==> run_1/layer_met1.png <==
(4 px per µm) Supply wires on this layer in grey.
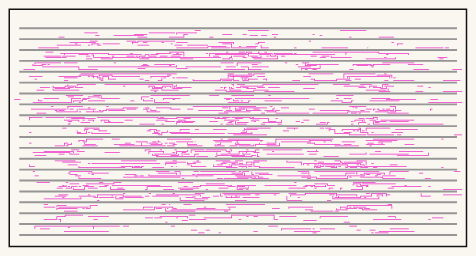
==> run_1/logic_types.png <==
(6 px per µm)
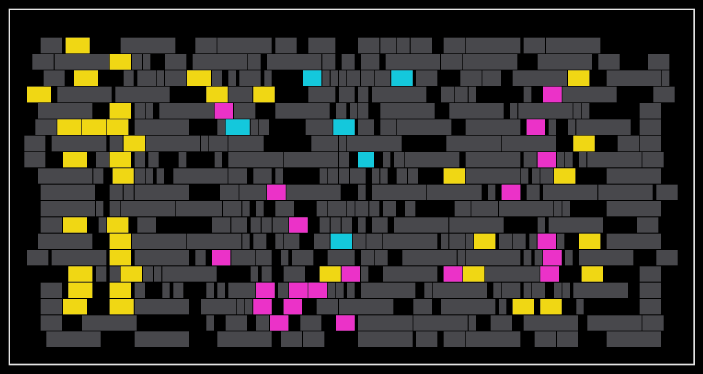
==> run_1/wires.png <==
(4 px per µm) Two of the layers only.
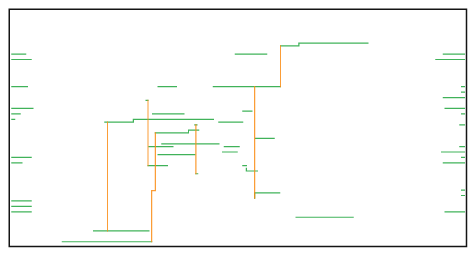
**config.mk**
```make
export PLATFORM = sky130hd
export DESIGN_NAME = projection_scheduler
export DESIGN_NICKNAME = d
export VERILOG_FILES = /design/src/rtl/projection_scheduler.sv
export SDC_FILE = /design/constraint.sdc
export NUM_CORES = 1
export LEC_CHECK = 0
export CORE_ASPECT_RATIO = 0.5
export CORE_MARGIN = 2
export CORE_UTILIZATION = 58
export DETAILED_ROUTE_END_ITERATION = 10
export PLACE_DENSITY = 0.83
export SYNTH_ARGS = -nofsm -noshare
export SYNTH_HDL_FRONTEND = slang
export SYNTH_SLANG_ARGS = --single-unit
```
**constraint.sdc**
```tcl
create_clock -name clk -period 4.2 [get_ports clk]
set_clock_uncertainty 0.1 [all_clocks]
set_input_delay 0.63 -clock clk [delete_from_list [all_inputs] [get_ports clk]]
set_output_delay 0.63 -clock clk [all_outputs]
set_load 0.01 [all_outputs]
```
**src/rtl/projection_scheduler.sv**
```systemverilog
// Tracklet-read sequencer for the projection pipeline: walks the tracklet memory per BX,
// tracks reads through the fixed-latency calculator and drives projection memory writes.
module projection_scheduler #(
  parameter int ADDR_BITS    = 9,
  parameter int MEM_LATENCY  = 1,
  parameter int CALC_LATENCY = 6,
  parameter int BX_BITS      = 3
) (
  input  logic                 clk,
  input  logic                 reset,
  input  logic                 bx_start,
  input  logic [ADDR_BITS-1:0] n_tracklets,
  input  logic [BX_BITS-1:0]   bx_in,
  output logic [ADDR_BITS-1:0] read_tracklet,
  output logic                 rd_en,
  output logic                 calc_valid,
  output logic [ADDR_BITS-1:0] write_projection,
  output logic                 wr_en,
  output logic [BX_BITS-1:0]   bx_out,
  output logic                 busy,
  output logic                 done,
  output logic                 truncated,
  output logic [ADDR_BITS-1:0] n_proj
);
  localparam int L = MEM_LATENCY + CALC_LATENCY;

  localparam logic [1:0] IDLE  = 2'd0;
  localparam logic [1:0] READ  = 2'd1;
  localparam logic [1:0] DRAIN = 2'd2;
  localparam logic [1:0] DONE  = 2'd3;

  logic [1:0]           state_q, state_d;
  logic [ADDR_BITS-1:0] n_q, n_d;
  logic [ADDR_BITS-1:0] wr_cnt_q, wr_cnt_d;
  logic [ADDR_BITS-1:0] pend_n_q, pend_n_d;
  logic [BX_BITS-1:0]   pend_bx_q, pend_bx_d;
  logic                 pend_vld_q, pend_vld_d;
  logic                 trunc_q, trunc_d;
  logic [L-1:0]         vld_q, vld_d;
  logic [ADDR_BITS-1:0] read_tracklet_q, read_tracklet_d;
  logic                 rd_en_q, rd_en_d;
  logic [ADDR_BITS-1:0] write_projection_q, write_projection_d;
  logic [BX_BITS-1:0]   bx_out_q, bx_out_d;
  logic                 busy_q, busy_d;
  logic                 done_q, done_d;
  logic                 truncated_q, truncated_d;
  logic [ADDR_BITS-1:0] n_proj_q, n_proj_d;
  logic                 load;
  logic [ADDR_BITS-1:0] ld_n;
  logic [BX_BITS-1:0]   ld_bx;

  always_comb begin
    state_d            = state_q;
    n_d                = n_q;
    pend_n_d           = pend_n_q;
    pend_bx_d          = pend_bx_q;
    pend_vld_d         = pend_vld_q;
    trunc_d            = trunc_q;
    rd_en_d            = 1'b0;
    read_tracklet_d    = read_tracklet_q;
    bx_out_d           = bx_out_q;
    done_d             = 1'b0;
    truncated_d        = 1'b0;
    n_proj_d           = '0;
    load               = 1'b0;
    ld_n               = n_tracklets;
    ld_bx              = bx_in;
    // Bit i of the valid pipe is a read issued i+1 cycles ago
    vld_d              = {vld_q[L-2:0], rd_en_q};
    wr_cnt_d           = wr_cnt_q;
    write_projection_d = write_projection_q;
    if (vld_d[L-1]) begin
      write_projection_d = wr_cnt_q;
      wr_cnt_d           = wr_cnt_q + ADDR_BITS'(1);
    end

    case (state_q)
      IDLE: begin
        if (bx_start) load = 1'b1;
      end
      READ: begin
        if (bx_start) begin
          pend_vld_d = 1'b1;
          pend_n_d   = n_tracklets;
          pend_bx_d  = bx_in;
        end
        // A bx_start on the final read is just queued, not a truncation
        if (read_tracklet_q == n_q - ADDR_BITS'(1)) begin
          state_d = DRAIN;
        end else if (bx_start) begin
          state_d = DRAIN;
          trunc_d = 1'b1;
        end else begin
          rd_en_d         = 1'b1;
          read_tracklet_d = read_tracklet_q + ADDR_BITS'(1);
        end
      end
      DRAIN: begin
        if (bx_start) begin
          pend_vld_d = 1'b1;
          pend_n_d   = n_tracklets;
          pend_bx_d  = bx_in;
        end
        if (vld_d == '0) begin
          state_d     = DONE;
          done_d      = 1'b1;
          truncated_d = trunc_q;
          n_proj_d    = wr_cnt_d;
        end
      end
      default: begin
        trunc_d = 1'b0;
        // A bx_start landing in this cycle is newer than anything pending
        if (bx_start) begin
          load       = 1'b1;
          pend_vld_d = 1'b0;
        end else if (pend_vld_q) begin
          load       = 1'b1;
          ld_n       = pend_n_q;
          ld_bx      = pend_bx_q;
          pend_vld_d = 1'b0;
        end else begin
          state_d = IDLE;
        end
      end
    endcase

    if (load) begin
      n_d                = ld_n;
      bx_out_d           = ld_bx;
      wr_cnt_d           = '0;
      write_projection_d = '0;
      read_tracklet_d    = '0;
      if (ld_n != '0) begin
        state_d = READ;
        rd_en_d = 1'b1;
      end else begin
        state_d = DONE;
        done_d  = 1'b1;
      end
    end

    busy_d = (state_d != IDLE);
  end

  always_ff @(posedge clk or posedge reset) begin
    if (reset) begin
      state_q            <= IDLE;
      n_q                <= '0;
      wr_cnt_q           <= '0;
      pend_n_q           <= '0;
      pend_bx_q          <= '0;
      pend_vld_q         <= 1'b0;
      trunc_q            <= 1'b0;
      vld_q              <= '0;
      read_tracklet_q    <= '0;
      rd_en_q            <= 1'b0;
      write_projection_q <= '0;
      bx_out_q           <= '0;
      busy_q             <= 1'b0;
      done_q             <= 1'b0;
      truncated_q        <= 1'b0;
      n_proj_q           <= '0;
    end else begin
      state_q            <= state_d;
      n_q                <= n_d;
      wr_cnt_q           <= wr_cnt_d;
      pend_n_q           <= pend_n_d;
      pend_bx_q          <= pend_bx_d;
      pend_vld_q         <= pend_vld_d;
      trunc_q            <= trunc_d;
      vld_q              <= vld_d;
      read_tracklet_q    <= read_tracklet_d;
      rd_en_q            <= rd_en_d;
      write_projection_q <= write_projection_d;
      bx_out_q           <= bx_out_d;
      busy_q             <= busy_d;
      done_q             <= done_d;
      truncated_q        <= truncated_d;
      n_proj_q           <= n_proj_d;
    end
  end

  assign read_tracklet    = read_tracklet_q;
  assign rd_en            = rd_en_q;
  assign calc_valid       = vld_q[MEM_LATENCY-1];
  assign write_projection = write_projection_q;
  assign wr_en            = vld_q[L-1];
  assign bx_out           = bx_out_q;
  assign busy             = busy_q;
  assign done             = done_q;
  assign truncated        = truncated_q;
  assign n_proj           = n_proj_q;

endmodule
```
==> job_summary.md, run 1 <==
### Flow metrics

| Metric | Value |
|---|---|
| Status | complete, no violations |
| Chip area | 0.006716 mm² |
| Floorplan Nets | 344 |
| MI comb area | 0.001531 mm² |
| Pwr per Cell Area | 645.1 mW/mm² |
| Hold Slack | 0.2818 ns |
| XOR Share, Synth | 0.05000 |
| Area leader, netlist | dfrtp_1 |
| First DRT Iteration DRCs | 92 |
| Longest Clk Path Bufs | 2 |
| Post-synth seq share | 0.5357 |
| Simple Share, Synth | 0.1657 |
| Setup bufs post-CTS | 0 |
| Worst r2r dst | read_tracklet[1]$_DFFE_PP0P_ |
| Placed Area | slightly above 0.004 mm² |
| Port buffer count | 50 |
| Area growth syn-to-layout | 23.96% |
| Worst slew margin | 0.3832 |
| Setup ws final | 1.592 ns |
| Post-CTS resize count | 0 |
| Crit Path Class | reg -> reg |
| Max Slew Vio Count | 0 |
| CTS tree | done |
| Endpoints failing setup | 0 |
| Dpl ws | 1.534 ns |
| Hold Startpoint | vld_q[4]$_DFF_PP0_ |
| Mux frac, synth | 0.1071 |
| Die Height | 58.96 µm |
| Initial antenna violation count | 0 |
| Num ports | 51 |
| Worst VDD drop | about 0.38 mV |
| Leading register cell type out of synthesis | dfrtp_1 |
| Top post-synthesis cells by count | dfrtp_1 (75), nor2_1 (37), nand2_1 (32), mux2i_1 (24), o21ai_0 (14) |
| DIE WIDTH | ~110 µm |
| Share of cells above drive strength 1 | 0.08777 |
| YS warnings | 0 |
| Overflow after GRT | 0 |
| Adder-cell share of the synthesized area | 0.02500 |
| Floorplan Utilization | 0.6192 |
| Hold Path Cell Cnt | 0 |
| Fin. Hold Viols | 0 |
## Picture notes: layer_met1.png
nets with wire on the layer	355
share of all routed wire	43%
longest straight run	23.9 µm
main direction	horizontal
met1 Resource Use GR: 0.2917
routed wire length: 7082 µm
total number of vias: 2586

## Picture notes: logic_types.png
colour	family	cells
magenta	XOR/XNOR gates	20
cyan	AND-OR and OR-AND gates	6
yellow	multiplexers	36

## Picture notes: wires.png
colour	layer	wire length
green	metal 3	303 µm
orange	metal 4	122 µm
GRT Total Usage: 0.2399
Wirelength per Cell: 15.77 µm

run 1: kinds of logic (layout without fill, tap and decap cells):
family | count (synthesis) | in the layout
AOI/OAI and AO/OA | 46 | 46
xor gates and xnor gates | 20 | 20
adders and majority gates | 7 | 7
buffers and inverters | 23 | 77
DFF | 75 | 75
muxes | 36 | 36
and+or+nand+nor | 115 | 115
run 1: sequential cells by signal, indices dropped and copies added (netlist names), 2 cells and up:
register,count
n_proj,9
n_q,9
pend_n_q,9
read_tracklet,9
wr_cnt_q,9
write_projection,9
vld_q,7
bx_out,3
pend_bx_q,3
state_q,2
run 1: worst max-delay path: stages, from the launching register on:
cell	delay, ns
dfrtp_1	0.45
inv_1	0.09
ha_1	0.31
inv_2	0.10
o41ai_1	0.34
o31ai_1	0.12
a211oi_1	0.41
a21bo_2	0.28
mux2i_1	0.20
nor2_1	0.05
run 1: area by class of cell:
| type | instances | area share |
|---|---|---|
| Clock buffer | 9 | 0.05186 |
| Timing Repair Buffer | 53 | 0.1204 |
| Sequential cell | 75 | 0.4322 |
| Inverter | 8 | 0.006914 |
| Clock inverter | 7 | 0.01498 |
| Tap cell | 73 | 0.02103 |
| Multi-Input combinational cell | 224 | 0.3526 |
run 1: layer usage:
| layer | global-route usage | routed length, µm | vias up | part of all wire |
|---|---|---|---|---|
| met4 | 0.09059 | 121 | 0 | 0.017 |
| met1 | 0.2917 | 3053 | 1272 | 0.43 |
| met3 | 0.05973 | 302 | 12 | 0.043 |
| li1 | - | - | 1230 | - |
| met2 | 0.4260 | 3603 | 72 | 0.51 |
| met5 | 0 | 0 | - | 0 |
run 1: power breakdown:
part / switching [mW] / leakage, nW / internal (mW)
sequential: 0.229 / 0.976 / 0.933
combinational: 0.455 / 0.892 / 0.432
clock: 0.336 / 0.141 / 0.416
==> run 2: changes to the inputs <==
Settings changed: CORE_UTILIZATION 58 to 54, PLACE_DENSITY 0.83 to 0.78.
Clock period 4.2 ns to 2.6 ns, I/O delays scaled along.
==> run_2/layer_met1.png <==
(4 px per µm) Supply wires on this layer in grey.
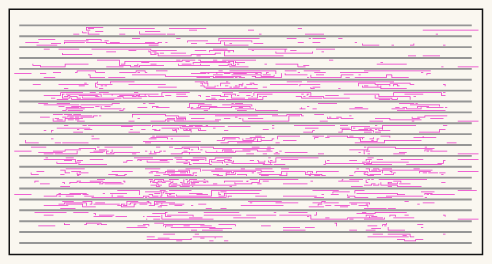
wire length on this layer	3190 µm
longest straight run	22.1 µm

==> run_2/detail.png <==
Region (44, 28) to (74, 58) µm. Cells in grey, sequential cells in the stronger grey; small squares are vias.
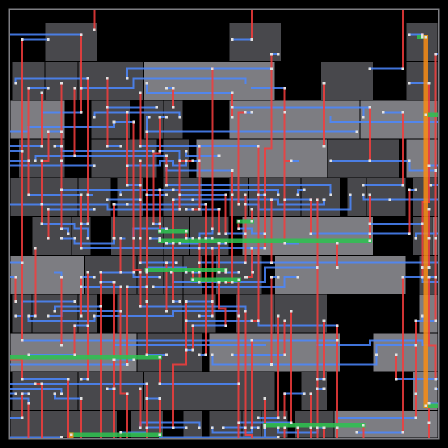
colour	layer
orange	metal 4
green	metal 3
blue	metal 1
red	metal 2
cells with their middle in the window	64
sequential cells in the window	10
most frequent	dfrtp_1 (10), nand2_1 (8), ha_1 (5)
netlist names of flops here include	read_tracklet (3), state_q (2)

==> run 2 against run 1 <==
Against the previous run:
- area after synthesis did not move
- register-to-register slack got worse by 1.5 ns
- global-route usage fell by 3.2 points
==> job_summary.md, run 2 <==
### Flow metrics

| Metric | Value |
|---|---|
| DR WL met3 | 291 µm (was 302 µm) |
| Area leader, netlist | dfrtp_1 (unchanged) |
| Met2 GRT Util | 0.3538 (was 0.4260) |
| Mux frac, synth | 0.1071 (unchanged) |
| Met1 Resource Use GR | 0.2597 (was 0.2917) |
| Wirelength per Cell | 14.39 µm (was 15.77 µm) |
| DIE WIDTH | 117.9 µm (was 113.9 µm) |
| YS warnings | 0 (unchanged) |
| Overflow after GRT | 0 (unchanged) |
| Fin. Hold Viols | 0 (unchanged) |
| Layer with the highest usage | met2 (unchanged) |
| Leading register cell type out of synthesis | dfrtp_1 (unchanged) |
| Floorplan Nets | 344 (unchanged) |
| Port buffer count | 50 (unchanged) |
| Met2 wire length | 3231 µm (was 3603 µm) |
| Worst slew margin | 0.6617 (was 0.3832) |
| Total number of vias | 2531 (was 2586) |
| Worst VDD drop | 0.6665 mV (was 0.3838 mV) |
| Share of cells above drive strength 1 | 0.1146 (was 0.08777) |
| Post-synth seq share | 0.5357 (unchanged) |
| CTS tree | done (unchanged) |
| XOR Share, Synth | 0.05000 (unchanged) |
| Top post-synthesis cells by count | dfrtp_1 (75), nor2_1 (37), nand2_1 (32), mux2i_1 (24), o21ai_0 (14) (unchanged) |
| Max Slew Vio Count | 0 (unchanged) |
| Endpoints failing setup | 0 (unchanged) |
| Hold Slack | 0.2699 ns (was 0.2818 ns) |
| Num ports | 51 (unchanged) |
| Simple Share, Synth | 0.1657 (unchanged) |
| Area growth syn-to-layout | 27.43% (was 23.96%) |
| Status | complete, no violations (unchanged) |
| Routed wire length | 6790 µm (was 7082 µm) |
| Floorplan Utilization | 0.5691 (was 0.6192) |
| Initial antenna violation count | 0 (unchanged) |
| Chip area | 0.007187 mm² (was 0.006716 mm²) |
| Top Layer Used | met4 (unchanged) |
| Crit Path Class | reg -> reg (unchanged) |
| Die Height | 60.96 µm (was 58.96 µm) |
==> run_2/wires.png <==
(4 px per µm) Two of the layers only.
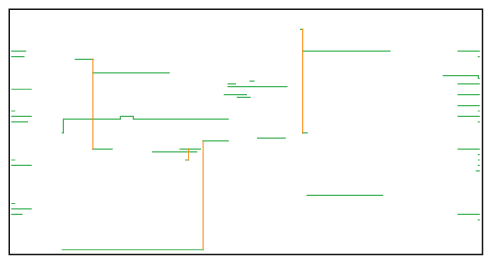
colour	layer	wire length
green	metal 3	291 µm
orange	metal 4	78.2 µm

[run 2: cell counts after synthesis]
No cell type changed its count.
[run 2: worst max-delay path, stage by stage, from the launching register on]
cell	delay (ns)
dfrtp_2	0.46
nor4_4	0.35
nand2_1	0.11
o41ai_2	0.39
a22oi_2	0.13
and2_4	0.22
or4_1	0.50
a21oi_1	0.19
[run 2: layout make-up]
class | instances | area [µm²]
clock buffers | 11 | 252.7
clock inverters | 5 | 58.81
fillers | 480 | 1692
inverters | 8 | 30.03
multi-input cells | 224 | 1539
flip-flops and latches | 75 | 1878
well taps | 88 | 110.1
repair buffers | 61 | 595.6
[run 2: power by group]
| group | internal, mW | switching, mW |
|---|---|---|
| logic | 0.755 | 0.787 |
| clock network | 0.796 | 0.477 |
| registers | 1.51 | 0.318 |
[run 2: metrics by stage]
step                setup slack [ns]  utilization  power [mW]  instances  cell area, µm²
finish                       0.06599       0.7252       4.643        472            4464
global placement              0.1850       0.6695       3.253        453            4121
detailed placement           0.05513       0.6695       3.324        453            4121
CTS                          0.04220       0.7201       4.615        469            4433
global route                0.001884       0.7252       4.926        472            4464
floorplan                     0.2000            -       2.851        322            3503
[run 2: worst min path at each step]
stage                                  start                 end  depth (start not counted)
after detailed placement  vld_q[1]$_DFF_PP0_  vld_q[2]$_DFF_PP0_                          0
after CTS                              reset  vld_q[6]$_DFF_PP0_                          2
final                                  reset  vld_q[6]$_DFF_PP0_                          2
after global routing                   reset  vld_q[6]$_DFF_PP0_                          2
after floorplan           vld_q[5]$_DFF_PP0_  vld_q[6]$_DFF_PP0_                          0
after global placement    vld_q[1]$_DFF_PP0_  vld_q[2]$_DFF_PP0_                          0
[run 2: what timing repair did]
item | 4_1_cts | 5_1_grt
setup buffers | 0 | 3
gates resized | 0 | 3
hold buffers | 0 | 0
endpoints found under the setup margin | 0 | 11
Power figures rest on the tool's default switching activity, not on a simulated workload.
